`config.mk`:
```
export PLATFORM = sky130hd
export DESIGN_NAME = iotdf_job_sched
export DESIGN_NICKNAME = d
export VERILOG_FILES = /design/src/rtl/iotdf_job_sched.sv
export SDC_FILE = /design/constraint.sdc
export NUM_CORES = 1
export LEC_CHECK = 0
export CAP_MARGIN = 0
export CELL_PAD_IN_SITES_DETAIL_PLACEMENT = 0
export CELL_PAD_IN_SITES_GLOBAL_PLACEMENT = 2
export CORE_MARGIN = 10
export CORE_UTILIZATION = 32
export CTS_CLUSTER_DIAMETER = 50
export DETAILED_ROUTE_END_ITERATION = 8
export HOLD_SLACK_MARGIN = 0.1
export PLACE_DENSITY_LB_ADDON = 0.1
export SYNTH_ARGS = -nofsm -noshare
export SYNTH_HDL_FRONTEND = slang
export SYNTH_SLANG_ARGS = --single-unit
```
`constraint.sdc`:
```
create_clock -name clk -period 19.3 [get_ports clk]
set_input_delay 1.93 -clock clk [delete_from_list [all_inputs] [get_ports clk]]
set_output_delay 1.93 -clock clk [all_outputs]
set_load 0.01 [all_outputs]
```
`src/rtl/iotdf_job_sched.sv`:
```
// Round-robin job scheduler for the IoT data filter. Fetches the winning
// requester's frame record by record and streams it byte-serially to the filter.
//   state   | meaning
//   S_IDLE  | arbitrate; the grant cycle also reads record 0
//   S_LOAD  | record 0 enters the shift register, prefetch record 1
//   S_SEND  | one byte per non-busy cycle, next record prefetched
//   S_DRAIN | wait DRAIN_CYC cycles for late filter results
//   S_DONE  | job_done pulse with the result count
module iotdf_job_sched #(
  parameter int REC_PER_JOB   = 96,
  parameter int BYTES_PER_REC = 16,
  parameter int DRAIN_CYC     = 4
) (
  input  logic         clk,
  input  logic         rst,
  input  logic [1:0]   i_req,
  input  logic [5:0]   i_req_fn,
  output logic [1:0]   o_gnt,
  output logic         o_mem_rd,
  output logic         o_mem_sel,
  output logic [6:0]   o_mem_addr,
  input  logic [127:0] i_mem_data,
  output logic         o_f_in_en,
  output logic [7:0]   o_f_iot_in,
  output logic [2:0]   o_f_fn_sel,
  input  logic         i_f_busy,
  input  logic         i_f_valid,
  input  logic [127:0] i_f_iot_out,
  output logic         o_res_valid,
  output logic [127:0] o_res_data,
  output logic         o_res_tag,
  output logic         o_job_done,
  output logic [6:0]   o_res_cnt
);

  localparam int BW = $clog2(BYTES_PER_REC);
  localparam int DW = $clog2(DRAIN_CYC + 1);
  localparam logic [6:0]    LAST_REC  = 7'(REC_PER_JOB - 1);
  localparam logic [7:0]    LAST_REC8 = 8'(REC_PER_JOB - 1);
  localparam logic [BW-1:0] LAST_BYTE = BW'(BYTES_PER_REC - 1);
  localparam logic [6:0]    RES_MAX   = 7'(REC_PER_JOB);
  localparam logic [DW-1:0] DRAIN_TC  = DW'(DRAIN_CYC - 1);

  typedef enum logic [2:0] {S_IDLE, S_LOAD, S_SEND, S_DRAIN, S_DONE} state_t;

  state_t          r_state, w_next;
  logic            r_last;
  logic            r_owner;
  logic [2:0]      r_fn;
  logic [127:0]    r_shift;
  logic [127:0]    r_next;
  logic [BW-1:0]   r_byte;
  logic [6:0]      r_rec;
  logic [DW-1:0]   r_drain;
  logic            r_rd_pend;
  logic [6:0]      r_res_cnt;
  logic            r_res_valid;
  logic [127:0]    r_res_data;
  logic            r_res_tag;

  logic       w_elig0, w_elig1, w_win, w_win_owner;
  logic [2:0] w_win_fn;
  logic       w_send, w_rec_end, w_prefetch, w_res_win;

  assign w_elig0     = i_req[0] & (i_req_fn[2:0] != 3'd0);
  assign w_elig1     = i_req[1] & (i_req_fn[5:3] != 3'd0);
  // Gated by rst so the combinational grant path is quiet while in reset.
  assign w_win       = (w_elig0 | w_elig1) & ~rst & (r_state == S_IDLE);
  assign w_win_owner = (w_elig0 & w_elig1) ? ~r_last : w_elig1;
  assign w_win_fn    = w_win_owner ? i_req_fn[5:3] : i_req_fn[2:0];
  assign w_send      = (r_state == S_SEND) & ~i_f_busy;
  assign w_rec_end   = w_send & (r_byte == LAST_BYTE);
  assign w_prefetch  = w_rec_end & (({1'b0, r_rec} + 8'd2) <= LAST_REC8);
  assign w_res_win   = (r_state == S_SEND) | (r_state == S_DRAIN) | (r_state == S_DONE);

  always_ff @(posedge clk or posedge rst) begin
    if (rst) r_state <= S_IDLE;
    else     r_state <= w_next;
  end

  always_comb begin
    w_next = r_state;
    case (r_state)
      S_IDLE:  if (w_win) w_next = S_LOAD;
      S_LOAD:  w_next = S_SEND;
      S_SEND:  if (w_rec_end && r_rec == LAST_REC) w_next = S_DRAIN;
      S_DRAIN: if (r_drain == '0) w_next = S_DONE;
      S_DONE:  w_next = S_IDLE;
      default: w_next = S_IDLE;
    endcase
  end

  always_comb begin
    o_gnt      = 2'b00;
    o_mem_rd   = 1'b0;
    o_mem_sel  = 1'b0;
    o_mem_addr = 7'd0;
    o_f_in_en  = 1'b0;
    o_f_iot_in = 8'd0;
    o_f_fn_sel = 3'd0;
    o_job_done = 1'b0;
    o_res_cnt  = 7'd0;
    case (r_state)
      S_IDLE: begin
        if (w_win) begin
          o_gnt      = w_win_owner ? 2'b10 : 2'b01;
          o_mem_rd   = 1'b1;
          o_mem_sel  = w_win_owner;
          o_f_fn_sel = w_win_fn;
        end
      end
      S_LOAD: begin
        o_mem_rd   = 1'b1;
        o_mem_addr = 7'd1;
        o_mem_sel  = r_owner;
        o_f_fn_sel = r_fn;
      end
      S_SEND: begin
        o_mem_sel  = r_owner;
        o_f_fn_sel = r_fn;
        o_f_in_en  = w_send;
        o_f_iot_in = w_send ? r_shift[127:120] : 8'd0;
        o_mem_rd   = w_prefetch;
        o_mem_addr = w_prefetch ? (r_rec + 7'd2) : 7'd0;
      end
      S_DRAIN: begin
        o_mem_sel  = r_owner;
        o_f_fn_sel = r_fn;
      end
      S_DONE: begin
        o_mem_sel  = r_owner;
        o_f_fn_sel = r_fn;
        o_job_done = 1'b1;
        o_res_cnt  = r_res_cnt;
      end
      default: ;
    endcase
  end

  always_ff @(posedge clk or posedge rst) begin
    if (rst) begin
      r_last    <= 1'b1;
      r_owner   <= 1'b0;
      r_fn      <= 3'd0;
      r_shift   <= '0;
      r_next    <= '0;
      r_byte    <= '0;
      r_rec     <= 7'd0;
      r_drain   <= '0;
      r_rd_pend <= 1'b0;
    end else begin
      r_rd_pend <= o_mem_rd;
      // Read data for the prefetched record lands one cycle after the strobe.
      if (r_rd_pend && r_state == S_SEND) r_next <= i_mem_data;
      case (r_state)
        S_IDLE: begin
          if (w_win) begin
            r_owner <= w_win_owner;
            r_fn    <= w_win_fn;
            r_rec   <= 7'd0;
            r_byte  <= '0;
          end
        end
        S_LOAD: r_shift <= i_mem_data;
        S_SEND: begin
          if (w_send) begin
            if (w_rec_end) begin
              r_shift <= r_next;
              r_byte  <= '0;
              r_rec   <= r_rec + 7'd1;
            end else begin
              r_shift <= {r_shift[119:0], 8'd0};
              r_byte  <= r_byte + 1'b1;
            end
          end
          if (w_next == S_DRAIN) r_drain <= DRAIN_TC;
        end
        S_DRAIN: if (r_drain != '0) r_drain <= r_drain - 1'b1;
        S_DONE:  r_last <= r_owner;
        default: ;
      endcase
    end
  end

  always_ff @(posedge clk or posedge rst) begin
    if (rst) begin
      r_res_valid <= 1'b0;
      r_res_data  <= '0;
      r_res_tag   <= 1'b0;
      r_res_cnt   <= 7'd0;
    end else begin
      r_res_valid <= i_f_valid & w_res_win;
      if (w_win) r_res_cnt <= 7'd0;
      else if (i_f_valid && w_res_win) begin
        r_res_data <= i_f_iot_out;
        r_res_tag  <= r_owner;
        if (r_res_cnt != RES_MAX) r_res_cnt <= r_res_cnt + 7'd1;
      end
    end
  end

  assign o_res_valid = r_res_valid;
  assign o_res_data  = r_res_data;
  assign o_res_tag   = r_res_tag;

endmodule
```
**Run 1: met1 routing**

The bar under the picture is 100 µm long.
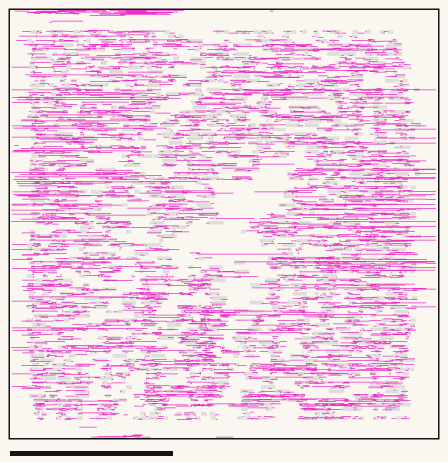
main direction: horizontal
longest straight run: 82.3 µm

**Run 1: signal wires on met2**

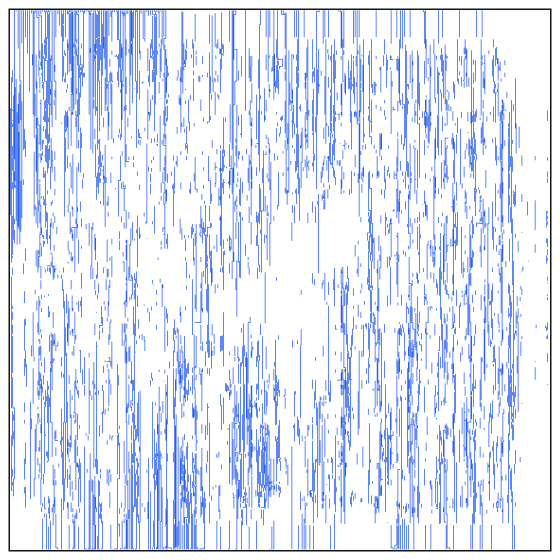
wire length on this layer: 29.3 mm
share of all routed wire: 47%
longest straight run: 89.9 µm
nets with wire on the layer: 1985
main direction: vertical

==> results_slide.txt, run 1 <==
Physical Implementation Snapshot

Outcome
  • Status: finished, final reports clean

Route
  • DR WL met3: 5689 µm
  • Avg WL per Cell: 21.14 µm
  • Met2 WL post-DR: 29290 µm
  • Vias/cell: 4.785

Setup path
  • Setup CP Type: in2out
  • R2R Path End: r_shift[48]
  • Crit path top cell by count: clkdlybuf4s50_1
  • R2R depth: 7
  • Crit-path slowest cell: nor4b_4
  • Crit path DRT: 17.37 ns

Layout
  • Layout overhead on the synthesized area: 35.31%
  • Fin area: 25410 µm²
  • Fillers: 5591
  • Final core occ: 0.4388
  • Fraction of layout cells with a size suffix above 1: 0.05950

Synth
  • Simple share: 0.1318
  • Post-synth top cells: dfrtp_1 (415), nand2_1 (412), nor2_1 (141)
  • MUX area fraction: 0.1450
  • Yosys cell types: 53
  • Floorplan Nets: 2021
  • Cell area leaders: dfrtp_1 (55%), nand2_1 (8.2%), mux2_1 (7.2%)
  • Most frequent cell after synthesis: dfrtp_1
  • Top-area cell type share of the netlist area: 0.5529
  • Adders+Majority by Area: 0.005329
  • Sequential area share after synthesis: 0.5543
  • Number of synthesis warnings: 0
  • Mapped Cells: 1745
  • Post-synthesis chip area from yosys: 18780 µm²

GRT
  • Largest net degree at the start of global routing: 201
  • Grt total ovfl: 0
  • Initial antenna violation count: 16

CTS
  • Clk pin slew, worst setup/hold paths: 0.06 ns
  • Clk_lat worst skew: 0.60 ns
  • Clock Path Buffers: 3
  • CTS buffer count: 56
  • Root buffer cell: clkbuf_16

Placed design
  • Hpwl dp: 42040 µm
  • Gpl congestion: 0.8222
  • Post-placement setup slack: 12.15 ns

Floorplan
  • Die ar.: 68790 µm²
  • Row count: 88
  • Pre-Place Util: 0.3243
  • Die W: 262.3 µm
  • # IOs: 429

Final timing
  • Finish-stage setup viols: 0
  • Final TNS setup: 0 ns
  • Fin crit period: 7.090 ns
  • Final Hold Vio Count: 0
  • Max_slew headroom: 0.1668
  • Final setup margin: 12.21 ns
  • F_max: 141.1 MHz
  • Worst slew pin tran: 1.247 ns

Run
  • Max_cap viols: 0

Worst hold path
  • Hold depth: 2

Pwr
  • Max VDD drop: 0.00007163 V
**Run 1: met3 routing**

The bar under the picture is 100 µm long.
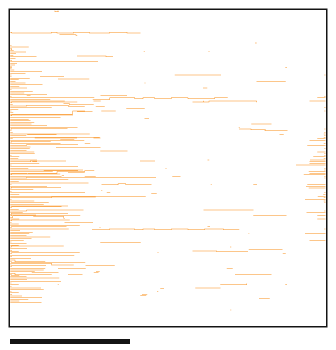
main direction: horizontal
wire length on this layer: 5690 µm
nets with wire on the layer: 231
share of all routed wire: 9.2%
longest straight run: 112 µm
GR Layer Usage met3: 0.08137
via count: 14053
WL final: 62090 µm

==> run 1: routing by layer <==
| metal | GRT usage | vias up |
|---|---|---|
| li1 | - | 6744 |
| met1 | 0.2139 | 6875 |
| met5 | 0 | - |
| met2 | 0.2803 | 319 |
| met4 | 0.03506 | 26 |
| met3 | 0.08137 | 89 |
==> run 1: report_power, final <==
group	switching [µW]	total (µW)	internal, µW
Sequential	223	1480	1260
Clock	406	1050	645
Combinational	665	1300	633
Total	1290	3830	2540
==> run 1: registers in the layout, summed over array words and instances (netlist names) <==
| signal | flops |
|---|---|
| r_next | 128 |
| r_drain | 3 |
| r_fn | 3 |
| r_owner | 1 |
| r_state | 3 |
| r_shift | 128 |
| r_last | 1 |
| o_res_valid | 1 |
| r_byte | 4 |
| o_res_data | 128 |
| r_rd_pend | 1 |
| r_rec | 7 |
| r_res_cnt | 7 |
| o_res_tag | 1 |
==> run 1: logic make-up (layout without fill, tap and decap cells) <==
| kind of cell | after synthesis | after routing |
|---|---|---|
| XOR/XNOR | 11 | 11 |
| adder cells (fa/ha/maj) | 8 | 8 |
| AND-OR/OR-AND | 305 | 305 |
| multiplexers | 256 | 256 |
| AND/OR/NAND/NOR | 612 | 612 |
| buffers and inverters | 137 | 560 |
| other | 0 | 4 |
| flip-flops | 416 | 416 |
==> run 1: cells in the final DEF, fill, tap and decap left out, types with 4 or more instances in the layout <==
master / instances
clkinvlp_4: 5
xor2_1: 6
bufinv_16: 5
clkdlybuf4s50_1: 428
diode_2: 4
buf_4: 12
mux2_2: 9
dfrtp_1: 415
xnor2_1: 5
inv_6: 4
mux2i_1: 127
ha_1: 8
a21o_1: 121
and3_1: 4
a22oi_1: 9
nand2_1: 412
a211oi_1: 121
mux2_1: 120
clkbuf_1: 9
nor2_1: 141
nand3_1: 7
clkbuf_16: 57
clkinv_2: 13
inv_1: 12
and2_1: 18
nand4_1: 7
a21oi_1: 8
clkbuf_8: 10
o21ai_0: 23
==> run 1: how the worst max path moves through the flow <==
| stage | from | endpoint | slack (ns) |
|---|---|---|---|
| after detailed placement | i_f_busy | o_mem_rd | 12.15 |
| after global routing | i_f_busy | o_mem_addr[6] | 11.92 |
| final | i_f_busy | o_mem_rd | 12.21 |
| after CTS | i_f_busy | o_mem_rd | 12.15 |
| after global placement | i_f_busy | o_mem_rd | 12.17 |
| after floorplan | rst | o_f_fn_sel[0] | 3.99 |
==> run 1: critical path, delay by kind of cell <==
| family | cells | cell delay, ns |
|---|---|---|
| AND-OR/OR-AND | 1 | 0.35 |
| buffers and inverters | 2 | 1.08 |
| AND/OR/NAND/NOR | 3 | 1.80 |
==> run 1: stage by stage <==
step | hold WS (ns) | instances
4_1_cts | 0.4718 | 2933
3_5_place_dp | 0.4590 | 2830
5_1_grt | 0.4837 | 2933
2_1_floorplan | 0.4413 | 1745
3_3_place_gp | 0.4567 | 2830
6_report | 0.4701 | 2937
==> run 1: area by class of cell <==
cell class              count  area (µm²)  area share
well taps                 765       957.2     0.03766
clock inverters            27       291.5     0.01147
diodes                      4       10.01   0.0003939
repair buffers            443        4434      0.1745
clock buffers              76        1598     0.06287
flip-flops and latches    416       10410      0.4097
multi-input cells        1192        7651      0.3011
inverters                  14       61.31    0.002412
**Run 1: clock wiring as the flow saved it**

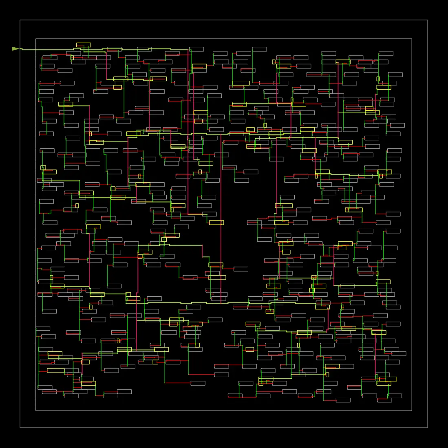

## Run 2: what changed since run 1
--- a/config.mk
+++ b/config.mk
@@ -9,7 +9,7 @@
 export CELL_PAD_IN_SITES_DETAIL_PLACEMENT = 0
 export CELL_PAD_IN_SITES_GLOBAL_PLACEMENT = 2
 export CORE_MARGIN = 10
-export CORE_UTILIZATION = 32
+export CORE_UTILIZATION = 29
 export CTS_CLUSTER_DIAMETER = 50
 export DETAILED_ROUTE_END_ITERATION = 8
 export HOLD_SLACK_MARGIN = 0.1
==> constraint.sdc (replaced) <==
create_clock -name clk -period 6.05 [get_ports clk]
set_input_delay 0.605 -clock clk [delete_from_list [all_inputs] [get_ports clk]]
set_output_delay 0.605 -clock clk [all_outputs]
set_load 0.01 [all_outputs]
**Run 2: clock wiring as the flow saved it**

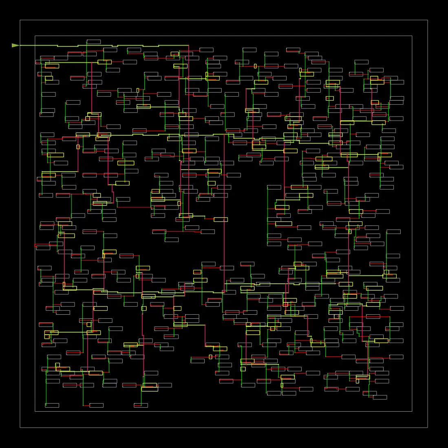
final setup skew: 0.01913 ns
Flop Count: 416

==> run 2 against run 1 <==
Against the previous run:
- sequential share of layout area is 1.1 points lower
- die size is 9.5% higher
- clock-buffer cell count is 17 higher
==> results_slide.txt, run 2 <==
Physical Implementation Snapshot

Synth
  • Most frequent cell after synthesis: dfrtp_1
  • MUX area fraction: 0.1450 (unchanged)
  • EDFF count, synth: 0
  • Post-synth top cells: dfrtp_1 (415), nand2_1 (412), nor2_1 (141)
  • XOR/XNOR Area Share: 0.005129
  • Logic family by area: multiplexers
  • Sequential area share after synthesis: 0.5543 (unchanged)
  • Yosys aoi share: 0.1188
  • Yosys cell types: 53 (unchanged)
  • Mapped Area: 18780 µm²
  • #FFs+latches synth: 416
  • Adders+Majority by Area: 0.005329 (unchanged)
  • Mapped Cells: 1745 (unchanged)
  • Number of synthesis warnings: 0 (unchanged)
  • Post-synthesis chip area from yosys: 18780 µm² (unchanged)
  • Top-area cell type share of the netlist area: 0.5529 (unchanged)
  • Simple share: 0.1318 (unchanged)
  • Floorplan Nets: 2021 (unchanged)
  • Fraction of registers with async set or reset after synthesis: 1.000
  • Cell area leaders: dfrtp_1 (55%), nand2_1 (8.2%), mux2_1 (7.2%)

Placed design
  • Hpwl dp: 43040 µm (+2.4%)
  • Placed inst area: 23680 µm²
  • Gpl congestion: 0.7560 (-8.1%)
  • IO Port Bufs: 428

Route
  • Avg WL per Cell: 20.58 µm (-2.6%)
  • Antenna Nets Post-Route: 0
  • # DRC: 0
  • DR iter-0 viols: 729
  • Vias/cell: 4.667 (-2.5%)

CTS
  • TritonCTS clock tree: yes
  • CTS sink cnt: 416
  • # hold bufs at CTS: 0
  • H-tree Lvls: 3
  • Clock Path Buffers: 3 (unchanged)
  • CTS buffer count: 66 (+18%)
  • Clk_lat worst skew: 0.58 ns (-0.02 ns)
  • Root buffer cell: clkbuf_16
  • Post-CTS setup buffers: 0
  • Clk pin slew, worst setup/hold paths: 0.05 ns (about the same)

Pwr
  • Int Power: 8809 µW (+250%)
  • Power Total: 13020 µW
  • PD cells: 498.1 nW/µm²
  • Seq pwr share: 0.362 (-0.025)
  • Comb pwr share: 0.319 (-0.020)
  • NetSw: 4209 µW (+230%)
  • Clock share of power: 0.319 (+0.045)
  • Sw Share: 0.3233 (-0.01461)
  • Max VDD drop: 0.0002195 V (+210%)

Layout
  • Top cell excl fill/tap: clkdlybuf4s50_1
  • Layout overhead on the synthesized area: 39.13%
  • Fraction of layout cells with a size suffix above 1: 0.07026 (+0.01075)
  • Fillers: 6251 (+12%)
  • Gate Area: 7664 µm² (+0.16%)
  • Most common logic cells in the final layout: clkdlybuf4s50_1 (428), dfrtp_1 (415), nand2_1 (412), nor2_1 (141), mux2i_1 (127)
  • Final net count: 2415
  • FF+latch area: 10410 µm² (unchanged)
  • Final core occ: 0.4068 (-0.03197)
  • Fin area: 26130 µm² (+2.8%)

Run
  • OpenROAD warning count: 40
  • Max_cap viols: 0 (unchanged)

GRT
  • M1 GR Usage: 0.1973 (-0.01654)
  • Largest net degree at the start of global routing: 157 (-22%)
  • Global route hottest layer: met2
  • GRT Util Overall: 0.1649
  • Initial antenna violation count: 28 (+12)
  • First-pass GRT wire length: 95780 µm
  • Grt total ovfl: 0 (unchanged)
  • Grt met2 use: 0.2620 (-0.01827)

Final timing
  • Finish-stage setup viols: 0 (unchanged)
  • Worst slew pin tran: 1.156 ns (-0.09151 ns)
  • Fin crit period: 4.058 ns
  • Tcrit/Tclk final: 0.6707
  • F_max: 246.5 MHz
  • Final Slew Violations: 0
  • Max_slew headroom: 0.2294 (+0.06261)
  • Final TNS setup: 0 ns (unchanged)
  • Final Hold Vio Count: 0 (unchanged)

Setup path
  • Critical Path Fanout Max: 17
  • Setup CP Type: reg2out
  • Crit path DRT: 5.44 ns (-11.93 ns)

Floorplan
  • Core box area: 64230 µm²
  • Die height: 274.5 µm
  • Die W: 274.5 µm (+4.7%)
  • Die ar.: 75350 µm² (+9.5%)
  • Pre-Place Util: 0.2924 (-0.03189)
  • Row count: 93 (+5.7%)
  • # IOs: 429 (unchanged)

Outcome
  • Status: finished, final reports clean
**Run 2: met3 routing**

The bar under the picture is 100 µm long.
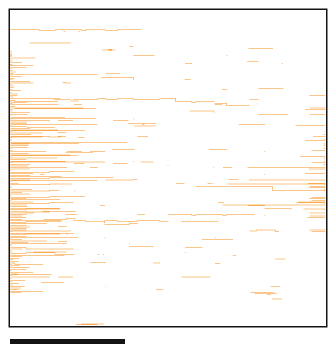
wire length on this layer: 5970 µm
longest straight run: 101 µm
nets with wire on the layer: 232
WL final: 62800 µm
via count: 14240
GR Layer Usage met3: 0.08137

run 2: cell counts after synthesis:
Identical to the previous run, type by type.
run 2: layer usage:
metal | vias up | routed length, µm
met5 | - | 246
met4 | 46 | 1163
met3 | 131 | 5971
met2 | 330 | 29620
met1 | 6927 | 25790
li1 | 6806 | -
run 2: cell type report:
class	count	share of cell area
Tap cell	855	0.04094
Clock buffer	93	0.07613
Multi-Input combinational cell	1192	0.2933
Timing Repair Buffer	449	0.1714
Clock inverter	28	0.01728
Sequential cell	416	0.3984
Antenna cell	4	0.0003830
Inverter	14	0.002202
run 2: cell families (layout without fill, tap and decap cells):
logic type | after synthesis | after routing
and+or+nand+nor | 612 | 612
DFF | 416 | 416
AOI/OAI and AO/OA | 305 | 305
muxes | 256 | 256
buffers and inverters | 137 | 584
xor gates and xnor gates | 11 | 11
adders and majority gates | 8 | 8
other | 0 | 4
run 2: critical path, cell delays in order, from the launching register on:
cell and delay (ns):
dfrtp_1 0.62, nor4b_4 0.27, buf_4 0.28, and2_1 0.54, o211ai_1 0.40, nor2_1 0.20, clkdlybuf4s50_1 0.56
run 2: worst paths after layout:
path                         startpoint               to  slack, ns  depth (start not counted)
min in group asynchronous           rst   o_res_data[51]       0.59                          2
hold / removal             r_shift[120]     r_shift[120]       0.47                          1
max in group asynchronous           rst      r_shift[41]       2.51                          5
hold reg to reg            r_shift[120]     r_shift[120]       0.47                          1
setup reg to reg             r_state[0]  o_res_data[103]       2.62                          7
setup / recovery             r_state[1]    o_mem_addr[4]       1.99                          6
run 2: per-stage QoR:
stage / hold WS, ns / instances / worst slack, ns
finish: 0.4681 / 3051 / 1.992
global route: 0.4815 / 3047 / 1.599
CTS: 0.4744 / 3047 / 1.834
detailed placement: 0.4611 / 2926 / 1.658
global placement: 0.4544 / 2926 / 1.737
floorplan: 0.4413 / 1745 / -3.077
run 2: power by group through the flow:
stage	logic (µW)	clock network (µW)	registers, µW
after global placement	4210	0	4710
final	4150	4150	4720
after detailed placement	4240	0	4750
after CTS	4260	4280	4730
after global routing	4630	4410	4890
after floorplan	2520	0	4700
**Run 2: met1 routing**

The bar under the picture is 100 µm long.
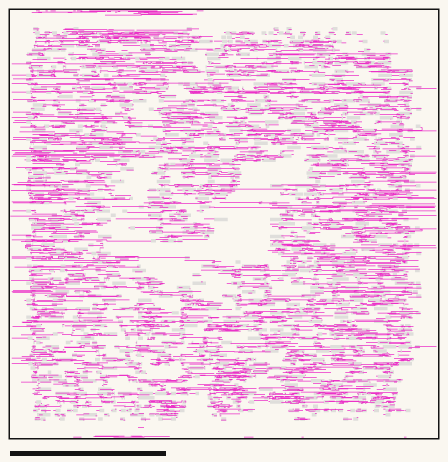

## Run 3: what changed since run 2
--- a/config.mk
+++ b/config.mk
@@ -9,7 +9,7 @@
 export CELL_PAD_IN_SITES_DETAIL_PLACEMENT = 0
 export CELL_PAD_IN_SITES_GLOBAL_PLACEMENT = 2
 export CORE_MARGIN = 10
-export CORE_UTILIZATION = 29
+export CORE_UTILIZATION = 32
 export CTS_CLUSTER_DIAMETER = 50
 export DETAILED_ROUTE_END_ITERATION = 8
 export HOLD_SLACK_MARGIN = 0.1
==> constraint.sdc (replaced) <==
create_clock -name clk -period 4.2 [get_ports clk]
set_input_delay 0.42 -clock clk [delete_from_list [all_inputs] [get_ports clk]]
set_output_delay 0.42 -clock clk [all_outputs]
set_load 0.01 [all_outputs]
**Run 3: met1 routing**

The bar under the picture is 100 µm long.
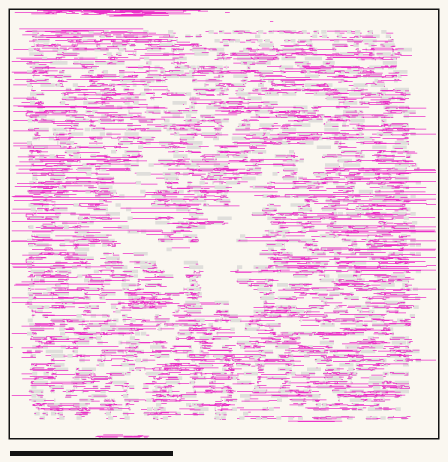
main direction: horizontal
share of all routed wire: 41%
wire length on this layer: 25.7 mm
longest straight run: 92.5 µm
nets with wire on the layer: 2187
via count: 14083
WL final: 62000 µm
M1 GR Usage: 0.2110

**Run 3: met3 routing**

The bar under the picture is 100 µm long.
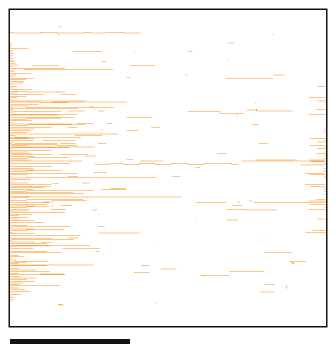
main direction: horizontal
wire length on this layer: 5670 µm
GR Layer Usage met3: 0.07680

==> run 3 against run 2 <==
Against the previous run:
- wire length shrank 1.3%
- sequential power grew 44%
- flip-flop count is the same
- critical path depth is the same
- synthesized cell count is the same
- area after synthesis is the same
- clock skew shrank 0.0062 ns
- die size shrank 8.7%
- first-iteration DRC count shrank 11%
- clock-buffer cell count shrank 18
- largest cell class unchanged
- largest power group unchanged
==> results_slide.txt, run 3 <==
Physical Implementation Snapshot

Outcome
  • Status: finished, final reports clean

GRT
  • First-pass GRT wire length: 95040 µm (-0.77%)
  • Grt total ovfl: 0 (unchanged)

Pwr
  • Sw Share: 0.3310 (+0.007668)
  • Clock share of power: 0.279 (-0.040)
  • Max VDD drop: 0.0005617 V (+160%)
  • Seq pwr share: 0.381 (+0.019)
  • PD cells: 693.3 nW/µm² (+39%)
  • NetSw: 5902 µW (+40%)
  • Comb pwr share: 0.339 (+0.020)

Synth
  • Post-synth top cells: dfrtp_1 (415), nand2_1 (412), nor2_1 (141)
  • Cell area leaders: dfrtp_1 (55%), nand2_1 (8.2%), mux2_1 (7.2%)
  • EDFF count, synth: 0 (unchanged)
  • Mapped Area: 18780 µm² (unchanged)
  • Yosys cell types: 53 (unchanged)
  • Most frequent cell after synthesis: dfrtp_1
  • Floorplan Nets: 2021 (unchanged)
  • Top-area cell type share of the netlist area: 0.5529 (unchanged)
  • Sequential area share after synthesis: 0.5543 (unchanged)
  • Fraction of registers with async set or reset after synthesis: 1.000 (unchanged)
  • Post-synthesis chip area from yosys: 18780 µm² (unchanged)
  • #FFs+latches synth: 416 (unchanged)

Final timing
  • Max_slew headroom: 0.1794 (-0.04995)
  • F_max: 271.4 MHz
  • Final TNS setup: 0 ns (unchanged)
  • Fin crit period: 3.685 ns
  • Tcrit/Tclk final: 0.8773

Floorplan
  • Die W: 262.3 µm (-4.5%)
  • Row count: 88 (-5.4%)
  • Pre-Place Util: 0.3243 (+0.03189)

CTS
  • TritonCTS clock tree: yes
  • Clk pin slew, worst setup/hold paths: 0.06 ns (about the same)
  • Root buffer cell: clkbuf_16
  • Clock Path Buffers: 3 (unchanged)
  • H-tree Lvls: 2 (-1)
  • CTS buffer count: 56 (-15%)
  • CTS sink cnt: 416 (unchanged)
  • Clk_lat worst skew: 0.58 ns (about the same)

Route
  • DR iter-0 viols: 648 (-11%)
  • # DRC: 0 (unchanged)
  • DR WL met3: 5671 µm (-5.0%)
  • Antenna Nets Post-Route: 0 (unchanged)
  • Met2 WL post-DR: 29460 µm (-0.55%)
  • Highest Signal Layer: met5
  • Vias/cell: 4.780 (+2.4%)

Placed design
  • IO Port Bufs: 428 (unchanged)
  • Hpwl dp: 43070 µm (about the same)
  • Gpl congestion: 0.7906 (+4.6%)

Run
  • OpenROAD warning count: 43 (+7.5%)
  • Max_cap viols: 0 (unchanged)

Layout
  • Top cell excl fill/tap: clkdlybuf4s50_1
  • Layout overhead on the synthesized area: 36.95%
  • Fin area: 25720 µm² (-1.6%)
  • Final net count: 2413 (-0.083%)
  • Most common logic cells in the final layout: clkdlybuf4s50_1 (428), dfrtp_1 (415), nand2_1 (412), nor2_1 (141), mux2i_1 (127)
  • Fillers: 5512 (-12%)
  • Final core occ: 0.4442 (+0.03730)

Setup path
  • Setup CP Type: reg2out
  • Crit path DRT: 3.78 ns (-1.66 ns)
[run 3: path summary, 6_finish.rpt]
| kind | start | to | slack, ns | depth (start not counted) |
|---|---|---|---|---|
| hold reg to reg | r_shift[122] | r_shift[122] | 0.47 | 1 |
| setup / recovery | r_byte[0] | o_mem_addr[4] | 0.52 | 6 |
| min in group asynchronous | rst | o_res_data[51] | 0.51 | 3 |
| setup reg to reg | r_state[0] | o_res_data[74] | 1.34 | 7 |
| max in group asynchronous | rst | r_next[52] | 2.29 | 4 |
| hold / removal | i_f_iot_out[60] | o_res_data[60] | 0.35 | 3 |
[run 3: cells by family after synthesis]
kind of cell	after synthesis	synth area share
xor+xnor	11	0.005129
fa+ha+maj	8	0.005329
simple gates	612	0.1318
mux	256	0.1450
flops	416	0.5543
buf+inv	137	0.03964
compound gates	305	0.1188
[run 3: routing by layer]
layer,up-vias,track usage
li1,6778,-
met1,6842,0.2110
met2,326,0.2848
met3,99,0.07680
met4,38,0.03677
met5,-,0
[run 3: layout make-up]
class	instances	area (µm²)	area share
Timing Repair Buffer	457	4690	0.1823
Clock inverter	26	377.9	0.01469
Clock buffer	75	1564	0.06080
Tap cell	765	957.2	0.03721
Multi-Input combinational cell	1192	7664	0.2979
Sequential cell	416	10410	0.4047
Inverter	14	57.56	0.002237
Antenna cell	1	2.502	0.00009728
[run 3: worst max-delay path: stages, from the launching register on]
cell	delay [ns]
dfrtp_1	0.39
ha_1	0.23
and3_1	0.34
and2_1	0.54
o211ai_1	0.40
nor2_1	0.21
clkdlybuf4s50_1	0.56
[run 3: power groups by stage]
| stage | Sequential, µW | Clock (µW) | Combinational [µW] |
|---|---|---|---|
| after global routing | 7040 | 5310 | 6740 |
| after detailed placement | 6850 | 0 | 6170 |
| after floorplan | 6780 | 0 | 3620 |
| after global placement | 6800 | 0 | 6110 |
| after CTS | 6810 | 5130 | 6200 |
| final | 6800 | 4980 | 6050 |
[run 3: per-stage QoR]
stage               hold slack [ns]  setup WS [ns]  cells
finish                       0.3500         0.5155   2946
floorplan                    0.4413         -4.557   1745
global placement             0.4501         0.8479   2844
CTS                          0.3106         0.4238   2945
global route                 0.3292         0.2424   2945
detailed placement           0.4598         0.7931   2844
No activity file was given, so power comes from the tool's default toggle rates.
